Figure 1. Signal wires on met4.
Supply wires on this layer in gray.
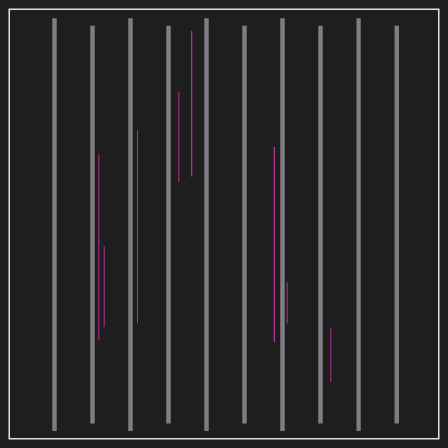
Figure 2. Where the registers sit.
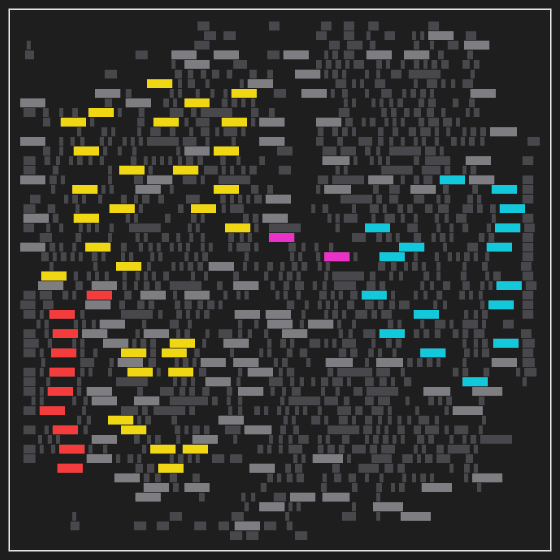
### src/rtl/cmv_capture_pkg.sv
// Shared types and constants for the CMV sensor capture packer.
//   state_e       : packer FSM states
//   HEADER_MAGIC  : upper half of the optional frame header word
//   pack_fits()   : elaboration-time check of pixel width / pixels-per-word
package cmv_capture_pkg;

  typedef enum logic [1:0] {
    ST_IDLE  = 2'd0,
    ST_LINE  = 2'd1,
    ST_GAP   = 2'd2,
    ST_FLUSH = 2'd3
  } state_e;

  localparam logic [15:0] HEADER_MAGIC = 16'hA5C3;

  // True when the pixel width is legal and a full word of pixels fits in 32 bits.
  function automatic bit pack_fits(input int unsigned pix_w, input int unsigned pix_per_word);
    return (pix_w >= 1) && (pix_w <= 16) && (pix_per_word >= 1) &&
           (pix_w * pix_per_word <= 32);
  endfunction

endpackage

### src/rtl/cmv_capture_packer_if.sv
// Downstream FIFO / USB handshake bundle of the capture packer.
//   fifo_wr_en : one-cycle write strobe          (master -> slave)
//   fifo_din   : packed 32-bit word              (master -> slave)
//   fifo_full  : FIFO cannot accept a write      (slave -> master)
//   fifo_bt    : block-transfer acknowledge      (slave -> master)
interface cmv_capture_packer_if;

  logic        fifo_wr_en;
  logic [31:0] fifo_din;
  logic        fifo_full;
  logic        fifo_bt;

  modport master (output fifo_wr_en, output fifo_din, input fifo_full, input fifo_bt);
  modport slave  (input fifo_wr_en, input fifo_din, output fifo_full, output fifo_bt);

endinterface

### src/rtl/cmv_sync_edge.sv
// Brings the asynchronous sensor pixel bus into the clk domain and flags the
// rising edge of the sensor pixel clock.
//   clk, reset_n             : system clock, synchronous active-low reset
//   cmv_clk_out              : sensor pixel clock, treated as data
//   cmv_lval, cmv_dval, cmv_d: sensor line-valid, data-valid, pixel
//   tick_c                   : one-cycle pulse on a sensor clock rising edge
//   lval, dval, d            : synchronised sensor signals, valid with tick_c
module cmv_sync_edge #(
  parameter int unsigned PIX_W = 10
) (
  input  logic             clk,
  input  logic             reset_n,
  input  logic             cmv_clk_out,
  input  logic             cmv_lval,
  input  logic             cmv_dval,
  input  logic [PIX_W-1:0] cmv_d,
  output logic             tick_c,
  output logic             lval,
  output logic             dval,
  output logic [PIX_W-1:0] d
);

  logic             clk_m;
  logic             clk_s;
  logic             clk_q;
  logic             lval_m;
  logic             dval_m;
  logic [PIX_W-1:0] d_m;

  // Two-flop synchronisers; data is stable around the sensor clock rising edge,
  // so per-bit synchronisation of the bus is coherent when tick_c fires.
  always_ff @(posedge clk) begin
    if (!reset_n) begin
      clk_m  <= 1'b0;
      clk_s  <= 1'b0;
      clk_q  <= 1'b0;
      lval_m <= 1'b0;
      lval   <= 1'b0;
      dval_m <= 1'b0;
      dval   <= 1'b0;
      d_m    <= '0;
      d      <= '0;
    end else begin
      clk_m  <= cmv_clk_out;
      clk_s  <= clk_m;
      clk_q  <= clk_s;
      lval_m <= cmv_lval;
      lval   <= lval_m;
      dval_m <= cmv_dval;
      dval   <= dval_m;
      d_m    <= cmv_d;
      d      <= d_m;
    end
  end

  assign tick_c = clk_s & ~clk_q;

endmodule

### src/rtl/cmv_capture_packer.sv
// Packs CMV sensor pixels into 32-bit FIFO words, one line never sharing a word
// with the next, and tracks line / frame boundaries for USB readout.
//   clk, reset_n          : system clock, synchronous active-low reset
//   cmv_clk_out, cmv_lval,
//   cmv_dval, cmv_d       : asynchronous sensor pixel bus
//   capture_en            : level-sensitive capture enable
//   fifo (master)         : fifo_wr_en / fifo_din out, fifo_full / fifo_bt in
//   usb_ready             : frame complete, cleared by fifo_bt
//   frame_count           : completed frames (wraps)
//   line_count            : lines in the current frame
//   overflow              : sticky, a write was dropped on fifo_full
// Build option: define CMV_CAPTURE_HEADER_EN to precede each frame with a
// {16'hA5C3, frame_count} header word.
module cmv_capture_packer
  import cmv_capture_pkg::*;
#(
  parameter int unsigned PIX_W        = 10,
  parameter int unsigned PIX_PER_WORD = 3,
  parameter int unsigned FRAME_GAP    = 64
) (
  input  logic                 clk,
  input  logic                 reset_n,
  input  logic                 cmv_clk_out,
  input  logic                 cmv_lval,
  input  logic                 cmv_dval,
  input  logic [PIX_W-1:0]     cmv_d,
  input  logic                 capture_en,
  cmv_capture_packer_if.master fifo,
  output logic                 usb_ready,
  output logic [15:0]          frame_count,
  output logic [15:0]          line_count,
  output logic                 overflow
);

  localparam int unsigned K_W = (PIX_PER_WORD > 1) ? $clog2(PIX_PER_WORD) : 1;

  if (!pack_fits(PIX_W, PIX_PER_WORD)) begin : g_bad_pack
    $error("cmv_capture_packer: PIX_W*PIX_PER_WORD must fit in 32 bits, PIX_W in 1..16");
  end
  if ((FRAME_GAP < 2) || (FRAME_GAP > 65535)) begin : g_bad_gap
    $error("cmv_capture_packer: FRAME_GAP must be in 2..65535");
  end

  logic             tick;
  logic             lval;
  logic             dval;
  logic [PIX_W-1:0] pix;

  cmv_sync_edge #(.PIX_W(PIX_W)) u_sync (
    .clk        (clk),
    .reset_n    (reset_n),
    .cmv_clk_out(cmv_clk_out),
    .cmv_lval   (cmv_lval),
    .cmv_dval   (cmv_dval),
    .cmv_d      (cmv_d),
    .tick_c     (tick),
    .lval       (lval),
    .dval       (dval),
    .d          (pix)
  );

  state_e         state, state_nxt;
  logic [K_W-1:0] k, k_nxt;
  logic [31:0]    pack, pack_nxt;
  logic [15:0]    gap_cnt, gap_nxt;
  logic [15:0]    line_nxt, frame_nxt;
  logic           usb_nxt, ovf_nxt;
  logic           word_pend, pend_nxt;
  logic           wr_q, wr_nxt;
  logic [31:0]    din_q, din_nxt;
  logic           cap_en_q;

  logic           wr_req;
  logic           capture;
  logic           full_slot;
  logic [31:0]    packed_word;
  logic [16:0]    gap_inc;

  // Next-state, packing and write arbitration; only one write source per cycle.
  always_comb begin
    state_nxt = state;
    k_nxt     = k;
    pack_nxt  = pack;
    gap_nxt   = gap_cnt;
    line_nxt  = line_count;
    frame_nxt = frame_count;
    usb_nxt   = fifo.fifo_bt ? 1'b0 : usb_ready;
    pend_nxt  = word_pend;
    wr_req    = 1'b0;
    din_nxt   = din_q;
    gap_inc   = {1'b0, gap_cnt} + 17'd1;

    packed_word = pack;
    for (int s = 0; s < int'(PIX_PER_WORD); s++) begin
      if (k == K_W'(s)) packed_word[s*PIX_W +: PIX_W] = pix;
    end

    capture   = tick & lval & dval &
                ((state == ST_LINE) |
                 (capture_en & ((state == ST_IDLE) | (state == ST_GAP))));
    full_slot = (k == K_W'(PIX_PER_WORD - 1));

    if (capture) begin
      if (full_slot) begin
        wr_req   = 1'b1;
        din_nxt  = packed_word;
        pack_nxt = '0;
        k_nxt    = '0;
      end else begin
        pack_nxt = packed_word;
        k_nxt    = k + K_W'(1);
      end
    end

    case (state)
      ST_IDLE: begin
        if (capture) begin
          state_nxt = ST_LINE;
`ifdef CMV_CAPTURE_HEADER_EN
          // Header takes this write slot; a word completed by the same pixel
          // is held and written in the following (tick-free) cycle.
          if (full_slot) begin
            pend_nxt = 1'b1;
            pack_nxt = packed_word;
          end
          wr_req  = 1'b1;
          din_nxt = {HEADER_MAGIC, frame_count};
`endif
        end
      end
      ST_LINE: begin
        if (word_pend) begin
          wr_req   = 1'b1;
          din_nxt  = pack;
          pack_nxt = '0;
          pend_nxt = 1'b0;
        end
        if (tick & ~lval) begin
          line_nxt = line_count + 16'd1;
          if (k != '0) state_nxt = ST_FLUSH;
          else         state_nxt = capture_en ? ST_GAP : ST_IDLE;
        end
      end
      ST_FLUSH: begin
        wr_req    = 1'b1;
        din_nxt   = pack;
        pack_nxt  = '0;
        k_nxt     = '0;
        state_nxt = capture_en ? ST_GAP : ST_IDLE;
      end
      ST_GAP: begin
        if (tick) begin
          if (capture) begin
            gap_nxt   = '0;
            state_nxt = ST_LINE;
          end else if (~lval & ~dval) begin
            if (gap_inc == 17'(FRAME_GAP)) begin
              gap_nxt   = '0;
              usb_nxt   = 1'b1;
              frame_nxt = frame_count + 16'd1;
              line_nxt  = '0;
              state_nxt = ST_IDLE;
            end else begin
              gap_nxt = gap_inc[15:0];
            end
          end else begin
            gap_nxt = '0;
          end
        end
      end
      default: state_nxt = ST_IDLE;
    endcase

    wr_nxt  = wr_req & ~fifo.fifo_full;
    ovf_nxt = ((capture_en & ~cap_en_q) ? 1'b0 : overflow) | (wr_req & fifo.fifo_full);
  end

  always_ff @(posedge clk) begin
    if (!reset_n) begin
      state       <= ST_IDLE;
      k           <= '0;
      pack        <= '0;
      gap_cnt     <= '0;
      line_count  <= '0;
      frame_count <= '0;
      usb_ready   <= 1'b0;
      overflow    <= 1'b0;
      word_pend   <= 1'b0;
      wr_q        <= 1'b0;
      din_q       <= '0;
      cap_en_q    <= 1'b0;
    end else begin
      state       <= state_nxt;
      k           <= k_nxt;
      pack        <= pack_nxt;
      gap_cnt     <= gap_nxt;
      line_count  <= line_nxt;
      frame_count <= frame_nxt;
      usb_ready   <= usb_nxt;
      overflow    <= ovf_nxt;
      word_pend   <= pend_nxt;
      wr_q        <= wr_nxt;
      din_q       <= din_nxt;
      cap_en_q    <= capture_en;
    end
  end

  assign fifo.fifo_wr_en = wr_q;
  assign fifo.fifo_din   = din_q;

endmodule

### src/flat_wrapper.sv
// flat-port wrapper written by rule: the top's interface ports become plain ports
module cmv_capture_packer_flat import cmv_capture_pkg::*;
#(
  parameter int unsigned PIX_W        = 10,
  parameter int unsigned PIX_PER_WORD = 3,
  parameter int unsigned FRAME_GAP    = 64
)
  (clk, reset_n, cmv_clk_out, cmv_lval, cmv_dval, cmv_d, capture_en, usb_ready, frame_count, line_count, overflow, fifo_fifo_wr_en, fifo_fifo_din, fifo_fifo_full, fifo_fifo_bt);
  cmv_capture_packer_if fifo_i ();
  input  logic clk;
  input  logic reset_n;
  input  logic cmv_clk_out;
  input  logic cmv_lval;
  input  logic cmv_dval;
  input  logic [PIX_W-1:0] cmv_d;
  input  logic capture_en;
  output logic usb_ready;
  output logic [15:0] frame_count;
  output logic [15:0] line_count;
  output logic overflow;
  output wire logic [$bits(fifo_i.fifo_wr_en)-1:0] fifo_fifo_wr_en;
  output wire logic [$bits(fifo_i.fifo_din)-1:0] fifo_fifo_din;
  input wire logic [$bits(fifo_i.fifo_full)-1:0] fifo_fifo_full;
  input wire logic [$bits(fifo_i.fifo_bt)-1:0] fifo_fifo_bt;
  assign fifo_fifo_wr_en = fifo_i.fifo_wr_en;
  assign fifo_fifo_din = fifo_i.fifo_din;
  assign fifo_i.fifo_full = fifo_fifo_full;
  assign fifo_i.fifo_bt = fifo_fifo_bt;
  cmv_capture_packer #(.PIX_W(PIX_W), .PIX_PER_WORD(PIX_PER_WORD), .FRAME_GAP(FRAME_GAP)) u_core (.clk(clk), .reset_n(reset_n), .cmv_clk_out(cmv_clk_out), .cmv_lval(cmv_lval), .cmv_dval(cmv_dval), .cmv_d(cmv_d), .capture_en(capture_en), .fifo(fifo_i), .usb_ready(usb_ready), .frame_count(frame_count), .line_count(line_count), .overflow(overflow));
endmodule
### config.mk
export PLATFORM = sky130hd
export DESIGN_NAME = cmv_capture_packer_flat
export DESIGN_NICKNAME = d
export VERILOG_FILES = /design/src/rtl/cmv_capture_pkg.sv /design/src/rtl/cmv_capture_packer_if.sv /design/src/rtl/cmv_sync_edge.sv /design/src/rtl/cmv_capture_packer.sv /design/src/flat_wrapper.sv
export SDC_FILE = /design/constraint.sdc
export NUM_CORES = 1
export LEC_CHECK = 0
export ABC_AREA = 1
export CAP_MARGIN = 5
export CELL_PAD_IN_SITES_DETAIL_PLACEMENT = 1
export CELL_PAD_IN_SITES_GLOBAL_PLACEMENT = 1
export CORE_MARGIN = 2
export CORE_UTILIZATION = 30
export DETAILED_ROUTE_END_ITERATION = 8
export GPL_TIMING_DRIVEN = 0
export PLACE_DENSITY_LB_ADDON = 0.25
export SLEW_MARGIN = 10
export SYNTH_ARGS = -nofsm -noshare
export SYNTH_HDL_FRONTEND = slang
export SYNTH_HIERARCHICAL = 1
export SYNTH_SLANG_ARGS = --single-unit
### constraint.sdc
create_clock -name clk -period 2.3 [get_ports clk]
set_input_delay 0.345 -clock clk [delete_from_list [all_inputs] [get_ports clk]]
set_output_delay 0.345 -clock clk [all_outputs]
set_load 0.1 [all_outputs]
==> deck_impl_summary.md <==
Run Summary

Yosys
  – Average cell area after synthesis: 6.99 µm²
  – Post-synth mux share: 0.0153
  – Synthesized-area fraction occupied by adder cells: 0.00565
  – Most frequent cells after synthesis: sky130_fd_sc_hd__nand2_1 (286), sky130_fd_sc_hd__dfxtp_1 (143), sky130_fd_sc_hd__inv_1 (85)
  – Main flop type after synthesis: sky130_fd_sc_hd__dfxtp_1
  – Post-Synthesis Cells: 950
  – Count of synthesis-stage warnings from yosys: 6
  – Top-count cell post-synth: sky130_fd_sc_hd__nand2_1
  – Number of standard cells reported by yosys: 950
  – Post-synth seq share: 0.431
  – Top cell type by total area after synthesis: sky130_fd_sc_hd__dfxtp_1
  – Leading cell types by total area after synthesis: sky130_fd_sc_hd__dfxtp_1 (43%), sky130_fd_sc_hd__nand2_1 (16%), sky130_fd_sc_hd__nand3_1 (5.7%), sky130_fd_sc_hd__a21oi_1 (5.1%), sky130_fd_sc_hd__inv_1 (4.8%)
  – Xor/xnor share: 0.0328
  – Share of flip-flops with an asynchronous set or reset: 0
  – Count of cell types in the netlist: 35
  – Count of library flops with an enable pin: 0
  – Area of the mapped netlist: 6640 µm²
  – Summed standard-cell area reported by yosys: 6640 µm²
  – Synthesized-area fraction occupied by ao, oa, aoi and oai cells: 0.115
  – Area share, top type: 0.431
  – Largest family of logic cells by area: simple AND/OR/NAND/NOR gates
  – Simple-gate area share of the yosys netlist: 0.316
  – Yosys reg bits: 143

Worst hold path
  – Launch instance of the worst min-delay path: u_core/u_sync/dval_m
  – Hold Path Stages: 2
  – Hold WC Path Type: reg -> reg
  – Hold Path Sink: u_core/u_sync/dval

Route
  – DR DRC count: 0
  – First-pass iteration count of the detailed router: 4
  – Vias: 6529
  – Routed via count divided by cell count: around 4.8
  – Post-detailed-route count of antenna-violating nets: 0
  – Number of violations reported at the end of detailed-routing iteration 0: 220
  – Wirelength, routed: approximately 21000 µm
  – Average detailed-routed wire length per instance: about 16 µm

Finish
  – Number of fill cells in the layout: 2741
  – Antenna diode instance count: 0
  – Commonest Layout Cell: sky130_fd_sc_hd__nand2_1
  – Commonest cells after routing, fill and taps aside: sky130_fd_sc_hd__nand2_1 (272), sky130_fd_sc_hd__dfxtp_1 (128), sky130_fd_sc_hd__inv_1 (84)
  – Number of standard cells in the layout, taps in and fillers out: 1355
  – Final standard cell utilization of the core: 0.400
  – Area delta synth->final: 31.1%
  – Net count, final: approximately 1100
  – Share of final-layout standard cells stronger than drive strength 1: 0.127

Power
  – Power density relative to cell area: approximately 710 nW/µm²
  – Power drawn by the clock network: 2.77 mW
  – Flop+latch power: 2.60 mW
  – Leakage dissipation: about 3.7 nW
  – Power dissipated in combinational cells: approximately 850 µW
  – Total power draw: 6.21 mW
  – Clk network pwr share: 0.446
  – Comb pwr share: 0.136
  – Worst vdd rail ir drop: 0.496 mV
  – Proportion of power drawn by flip-flops and latches: 0.418
  – Internal power contribution: 4.32 mW
  – Net switching power: around 1.9 mW

Clock tree
  – Number of H-tree levels: 4
  – Clock slew seen by the registers of the worst setup and hold paths: 0.07 ns
  – Cts bufs inserted: 17
  – Master cell of the clock root buffer: sky130_fd_sc_hd__clkbuf_16
  – Max Root-Sink Buffers: 2
  – Late-Pin Clk Latency: 0.43 ns
  – TritonCTS clock tree: done

Worst setup path
  – Kind of cell with the highest combined delay on the critical path: buffers and inverters
  – Data arrival time of the worst path: 1.93 ns
  – Type of origin of the critical path: flop
  – Timing endpoint of the critical path: fifo_fifo_din[19]
  – Worst reg2reg startpoint: u_core/gap_cnt[12]
  – Worst flop-to-flop path endpoint: u_core/line_count[14]
  – Worst path bufs/invs: 1
  – Slowest CP cell: sky130_fd_sc_hd__clkdlybuf4s50_1
  – Biggest cell delay along the critical path: 1.15 ns
  – Number of cells on the critical path: 1
  – Crit Path Max Fanout: 2
  – Source of the critical timing path: u_core/fifo.fifo_din[19]
  – Kind of end point of the critical path: output port
  – Critical Setup Path Class: reg -> out
  – Worst reg-to-reg path cell count: 14
  – Cells along the critical path: clkdlybuf4s50_1

Placement
  – Routability Congestion: 0.836
  – Worst setup timing slack at the placement stage: -0.327 ns
  – Instance area at placement: between 7000 and 8000 µm²
  – Number of port buffers: 82
  – Total half-perimeter wirelength after legalization and detailed placement: 14900 µm

Die
  – Die extent in x: 153 µm
  – Pre-Place Util: 0.305
  – Chip area: ~23000 µm²
  – Vertical extent of the die: between 150 and 200 µm
  – Core Footprint: 21800 µm²
  – Rows: around 54
  – Boundary Pins: 85

Timing
  – Final-layout setup total negative slack: 0 ns
  – Worst-margin pin slew: 1.01 ns
  – Timing-limited maximum frequency: 440 MHz
  – Max-slew headroom: 0.327
  – Final setup violation count: 0
  – Tcrit/Tclk final: 0.988
  – Hold_ws: between 0.4 and 0.5 ns
  – Max Transition Viols Final: 0
  – Fin Clk Skew: 0.0113 ns
  – Worst setup margin: 0.0265 ns

Global routing
  – Aggregate global-route resource usage: 0.181
  – Antenna violations before repair: 0
  – Maximum number of pins on one net before global-route repair: 17
  – Wire length of the first global-routing pass: between 30000 and 40000 µm
  – Number of global-route vias before repair: 6656

Run
  – Number of maximum-capacitance violations: 0
  – Tool Warnings: 27

Status
  – Status: completed
## Picture notes: Figure 1
wire length on this layer: 350 µm
longest straight run: 69.4 µm
nets with wire on the layer: 6
main direction: vertical
share of all routed wire: 1.7%

## Picture notes: Figure 2
legend:
  yellow:
    name_in_the_netlist: u_core/pack
    sequential_cells: 30
  cyan:
    name_in_the_netlist: u_core/frame_count
    sequential_cells: 16
    where: east
  magenta:
    name_in_the_netlist: u_core/state
    sequential_cells: 2
  red:
    name_in_the_netlist: u_core/u_sync/d_m
    sequential_cells: 10
not colored: 85

flip-flops by register name (all words and copies together), names as in the netlist:
name / flops
u_core/overflow: 1
u_core/line_count: 16
u_core/fifo.fifo_din: 30
u_core/state: 2
u_core/u_sync/lval: 1
u_core/u_sync/clk_m: 1
u_core/cap_en_q: 1
u_core/u_sync/dval_m: 1
u_core/u_sync/dval: 1
u_core/fifo.fifo_wr_en: 1
u_core/k: 2
u_core/gap_cnt: 16
u_core/u_sync/clk_q: 1
u_core/usb_ready: 1
u_core/u_sync/d: 10
u_core/pack: 30
u_core/frame_count: 16
u_core/u_sync/clk_s: 1
u_core/u_sync/lval_m: 1
u_core/u_sync/d_m: 10
area by class of cell:
cell class	count	area, µm²	area share
Buffer	43	221	0.0255
Clock buffer	18	439	0.0505
Clock inverter	14	149	0.0171
Inverter	91	348	0.0400
Multi-Input combinational cell	674	3410	0.392
Sequential cell	143	2900	0.333
Tap cell	280	350	0.0403
Timing Repair Buffer	92	885	0.102
layer usage:
metal  wire [µm]  track usage
met1        9710        0.227
met2       10500        0.319
met3         608       0.0282
met4         349       0.0556
met5           0            0
repair_timing:
item | CTS | global route
cloned | 0 | 1
buffers inserted | 5 | 4
resized | 54 | 63
pin swaps | 3 | 15
hold buffers | 0 | 0
endpoints found under the setup margin | 93 | 84
cells by family after synthesis:
| group | Yosys count |
|---|---|
| and+or+nand+nor | 493 |
| DFF | 143 |
| other | 1 |
| buffers and inverters | 134 |
| xor gates and xnor gates | 24 |
| muxes | 9 |
| AOI/OAI and AO/OA | 143 |
| adders and majority gates | 3 |
No activity file was given, so power comes from the tool's default toggle rates.
